==> images/route_heat.png <==
Bar = 10 µm. The die is cut into 8 by 9 equal tiles; white is low, dark blue is high, scaled to the fullest tile. Values are wire area over tile area, all layers added.
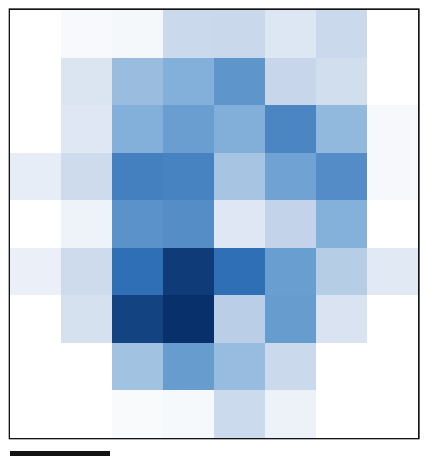
==> images/clock_nets.png <==
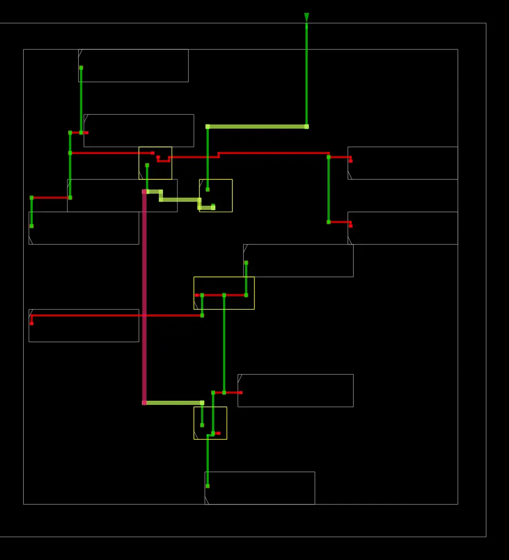
$ cat config.mk
export PLATFORM = sky130hd
export DESIGN_NAME = popcount05_unary_tx
export DESIGN_NICKNAME = d
export VERILOG_FILES = /design/src/rtl/popcount_pkg.sv /design/src/rtl/popcount_thermo_enc.sv /design/src/rtl/popcount05_unary_tx.sv
export SDC_FILE = /design/constraint.sdc
export NUM_CORES = 1
export LEC_CHECK = 0
export CAP_MARGIN = 20
export CORE_AREA = 2 2 39 41
export DETAILED_ROUTE_END_ITERATION = 16
export DIE_AREA = 0 0 41 43
export PLACE_DENSITY = 0.66
export SLEW_MARGIN = 10
export SYNTH_ARGS = -nofsm -noshare
export SYNTH_HDL_FRONTEND = slang
export SYNTH_SLANG_ARGS = --single-unit
export TNS_END_PERCENT = 50
$ cat constraint.sdc
create_clock -name clk -period 1.8 [get_ports clk]
set_input_delay 0.27 -clock clk [delete_from_list [all_inputs] [get_ports clk]]
set_output_delay 0.27 -clock clk [all_outputs]
set_load 0.02 [all_outputs]
$ cat src/rtl/popcount_pkg.sv
// popcount_pkg: shared widths, state type and clamp helper for the popcount path
package popcount_pkg;
  localparam int N = 5;
  localparam int CW = $clog2(N + 1);
  localparam int IW = $clog2(N);
  typedef enum logic {IDLE, EMIT} utx_state_t;
  function automatic logic [CW-1:0] clamp_count(input logic [CW-1:0] c);
    return (c > CW'(N)) ? CW'(N) : c;
  endfunction
endpackage

$ cat src/rtl/popcount_thermo_enc.sv
// popcount_thermo_enc: clamped count word to N-bit thermometer code with overflow flag
module popcount_thermo_enc
  import popcount_pkg::*;
(
  input  logic [CW-1:0] cnt,
  output logic [N-1:0]  thermo,
  output logic          ovf
);
  logic [CW-1:0] k;
  always_comb begin
    k = clamp_count(cnt);
    ovf = cnt > CW'(N);
    thermo = '0;
    for (int i = 0; i < N; i++) thermo[i] = CW'(i) < k;
  end
endmodule

$ cat src/rtl/popcount05_unary_tx.sv
// popcount05_unary_tx: count word to N-bit unary serial stream, ones leading
module popcount05_unary_tx
  import popcount_pkg::*;
(
  input  logic          clk,
  input  logic          rst_n,
  input  logic          cnt_valid,
  output logic          cnt_ready,
  input  logic [CW-1:0] cnt_data,
  output logic          bit_valid,
  input  logic          bit_ready,
  output logic          bit_data,
  output logic          bit_last,
  output logic          sat_err
);
  utx_state_t state_q, state_d;
  logic [N-1:0] shreg_q, shreg_d, thermo;
  logic [IW-1:0] idx_q, idx_d;
  logic sat_err_q, sat_err_d, ovf, beat, done, acc;
  popcount_thermo_enc u_enc (.cnt(cnt_data), .thermo(thermo), .ovf(ovf));
  assign bit_valid = state_q == EMIT;
  assign bit_data = shreg_q[0];
  assign bit_last = bit_valid && idx_q == IW'(N - 1);
  assign sat_err = sat_err_q;
  always_comb begin
    beat = bit_valid & bit_ready;
    done = beat & bit_last;
    cnt_ready = (state_q == IDLE) | done;
    acc = cnt_valid & cnt_ready;
    state_d = acc ? EMIT : done ? IDLE : state_q;
    shreg_d = acc ? thermo : beat ? shreg_q >> 1 : shreg_q;
    idx_d = (acc | done) ? '0 : beat ? idx_q + 1'b1 : idx_q;
    sat_err_d = acc & ovf;
  end
  always_ff @(posedge clk or negedge rst_n)
    if (!rst_n) begin
      state_q <= IDLE;
      shreg_q <= '0;
      idx_q <= '0;
      sat_err_q <= 1'b0;
    end else begin
      state_q <= state_d;
      shreg_q <= shreg_d;
      idx_q <= idx_d;
      sat_err_q <= sat_err_d;
    end
endmodule

==> flow_summary_export.csv <==
group,metric,value,unit
pwr,cellPowerDensity,1210,nW/µm²
pwr,power.net_switching,0.319,mW
pwr,p_seq,0.358,mW
status,run_status,"finished clean",
pwr,clkPwrFrac,23.2,%
synthesis,post_synth_xor_area_fraction,0,%
layout,layout.filler_cells,128,
synthesis,post_synthesis_adder_cell_area_fraction,4.41,%
synthesis,yosys.area_share.simple,27.3,%
synthesis,total_cells_reported_by_yosys_after_synthesis,58,
critical_path,path_depth_of_the_worst_reg2reg_path,5,
layout,layout_top_cells,"9 x nand2_1, 9 x dfrtp_1, 9 x clkdlybuf4s50_1",
clock_network,cts.hold.buffers_added,0,
detailed_routing,dr_top_layer,"met4",
critical_path,timing.rr.start,"idx_q[0]$_DFFE_PN0P_",
critical_path,cell_family_contributing_the_most_delay_on_the_critical_path,"flip-flops",
placement,post-place-ws,-0.0357,ns
synthesis,post_synth_aoi_oai_area,15.4,%
final_timing,achievable-frequency,0.583,GHz
synthesis,ys_top_logic_family,"simple AND/OR/NAND/NOR gates",
grt,globalRouteMet2Util,24.7,%
layout,area_growth_syn_to_layout,31.7,%
synthesis,mappedNetlistArea,568,µm²
grt,via_count_of_the_first_global_routing_pass,483,
pwr,comb_power_share,37.1,%
critical_path,cp_num_cells,5,
detailed_routing,route.vias.total,485,
clock_network,cts_inserted_buffers,3,
synthesis,seq_total_area_yosys,44.1,%
final_timing,timing.final.crit_period,1.72,ns
critical_path,worstPathArrival,1.45,ns
synthesis,yosysWarningCount,0,
detailed_routing,dr_wl_met3,30,µm
grt,grt_remaining_overflow,0,
pwr,worst_ir_drop_vdd,0.000589,V
placement,gp_congestion,0.750,
critical_path,critical_path.max_fanout,4,
die,design.die.area,1760,µm²
grt,grt_first_pass_wirelength,1.81,mm
grt,pin_count_of_the_biggest_net_entering_global_routing,11,
final_timing,number_of_setup_violations_in_the_final_report,0,
placement,dp.final_hpwl,883,µm
run,cap_viol_max_count,0,
critical_path,timing.critical_path.slowest_stage_cell,"dfrtp_1",
critical_path,cp_num_buf_inv,2,
layout,final_layout_size_suffix_gt1_share,24.0,%
die,rows,14,
detailed_routing,drt-pass1-iter-count,4,
detailed_routing,wl_met2,593,µm
critical_path,worstReg2RegEnd,"shreg_q[0]$_DFFE_PN0P_",
critical_path,critPathLaunch,"idx_q[0]$_DFFE_PN0P_",
critical_path,crit_path_max_incr_delay,0.42,ns
detailed_routing,detailedRoute.firstIterationViolations,13,
final_timing,rsz_0062_raised_after_global_routing,"yes",
synthesis,syn-instance-count,58,
final_timing,final-max-slew-violation-count,0,
critical_path,worst-setup-path-type,"reg -> out",
detailed_routing,wirelength,1.13,mm
die,initial_core_util,41.0,%
final_timing,timing.slew.headroom,70.0,%
final_timing,final_hold_viol_count,0,
## Picture notes: route_heat.png
The mean over all tiles is 0.10. The densest ninth of the die: centre. 24% of the tiles are over half the peak. The emptiest ninth of the die: lower right.

## Picture notes: clock_nets.png
CTS sink count: 10
clock insertion delay at the later pin of the skew report: 0.27 ns

through the flow:
step | hold WS [ns] | total power, mW | cell area (µm²) | std cells | TNS [ns]
after floorplan | -0.0256 | 0.572 | 568 | 58 | 0
after global placement | 0.473 | 0.692 | 716 | 87 | -0.00553
after detailed placement | 0.488 | 0.706 | 716 | 87 | -0.0357
after CTS | 0.334 | 0.905 | 749 | 91 | 0
after global routing | 0.349 | 0.960 | 748 | 91 | -0.0251
final | 0.308 | 0.902 | 748 | 91 | 0
worst register-to-register path, delay by kind of cell (launching register included):
family | cells | cell delay [ns]
AND-OR/OR-AND | 1 | 0.10
adder cells (fa/ha/maj) | 1 | 0.21
AND/OR/NAND/NOR | 2 | 0.42
flip-flops | 1 | 0.42
buffers and inverters | 1 | 0.07
final cells by class:
cell class	count	area, µm²	share of cell area, %
well taps	16	20.0	2.68
multi-input cells	42	290	38.8
inverters	4	15.0	2.01
clock buffers	4	36.3	4.85
flip-flops and latches	10	251	33.6
repair buffers	15	135	18.1
Yosys cell counts:
library cell  instances  area (µm²)
a21oi_1               2        10.0
and3b_1               1        8.76
and4_4                1        11.3
buf_2                 1        5.00
buf_4                 1        7.51
dfrtp_1              10         250
ha_1                  2        25.0
inv_1                 3        11.3
inv_2                 1        3.75
mux2i_4               1        22.5
nand2_1               9        33.8
nand2b_1              1        6.26
nand3_1               4        20.0
nand4b_1              4        35.0
nor2_1                4        15.0
nor2_4                1        11.3
nor2b_2               1        8.76
nor3_1                1        5.00
o211ai_1              1        7.51
o211ai_2              2        25.0
o21ai_0               1        5.00
o21ai_1               3        15.0
o21ai_2               1        8.76
o21bai_1              1        7.51
o2bb2ai_1             1        8.76
flip-flops by register name, indices dropped and copies added (netlist names):
| name | count |
|---|---|
| sat_err | 1 |
| shreg_q | 5 |
| bit_valid | 1 |
| idx_q | 3 |
Power and IR drop assume default switching activity.
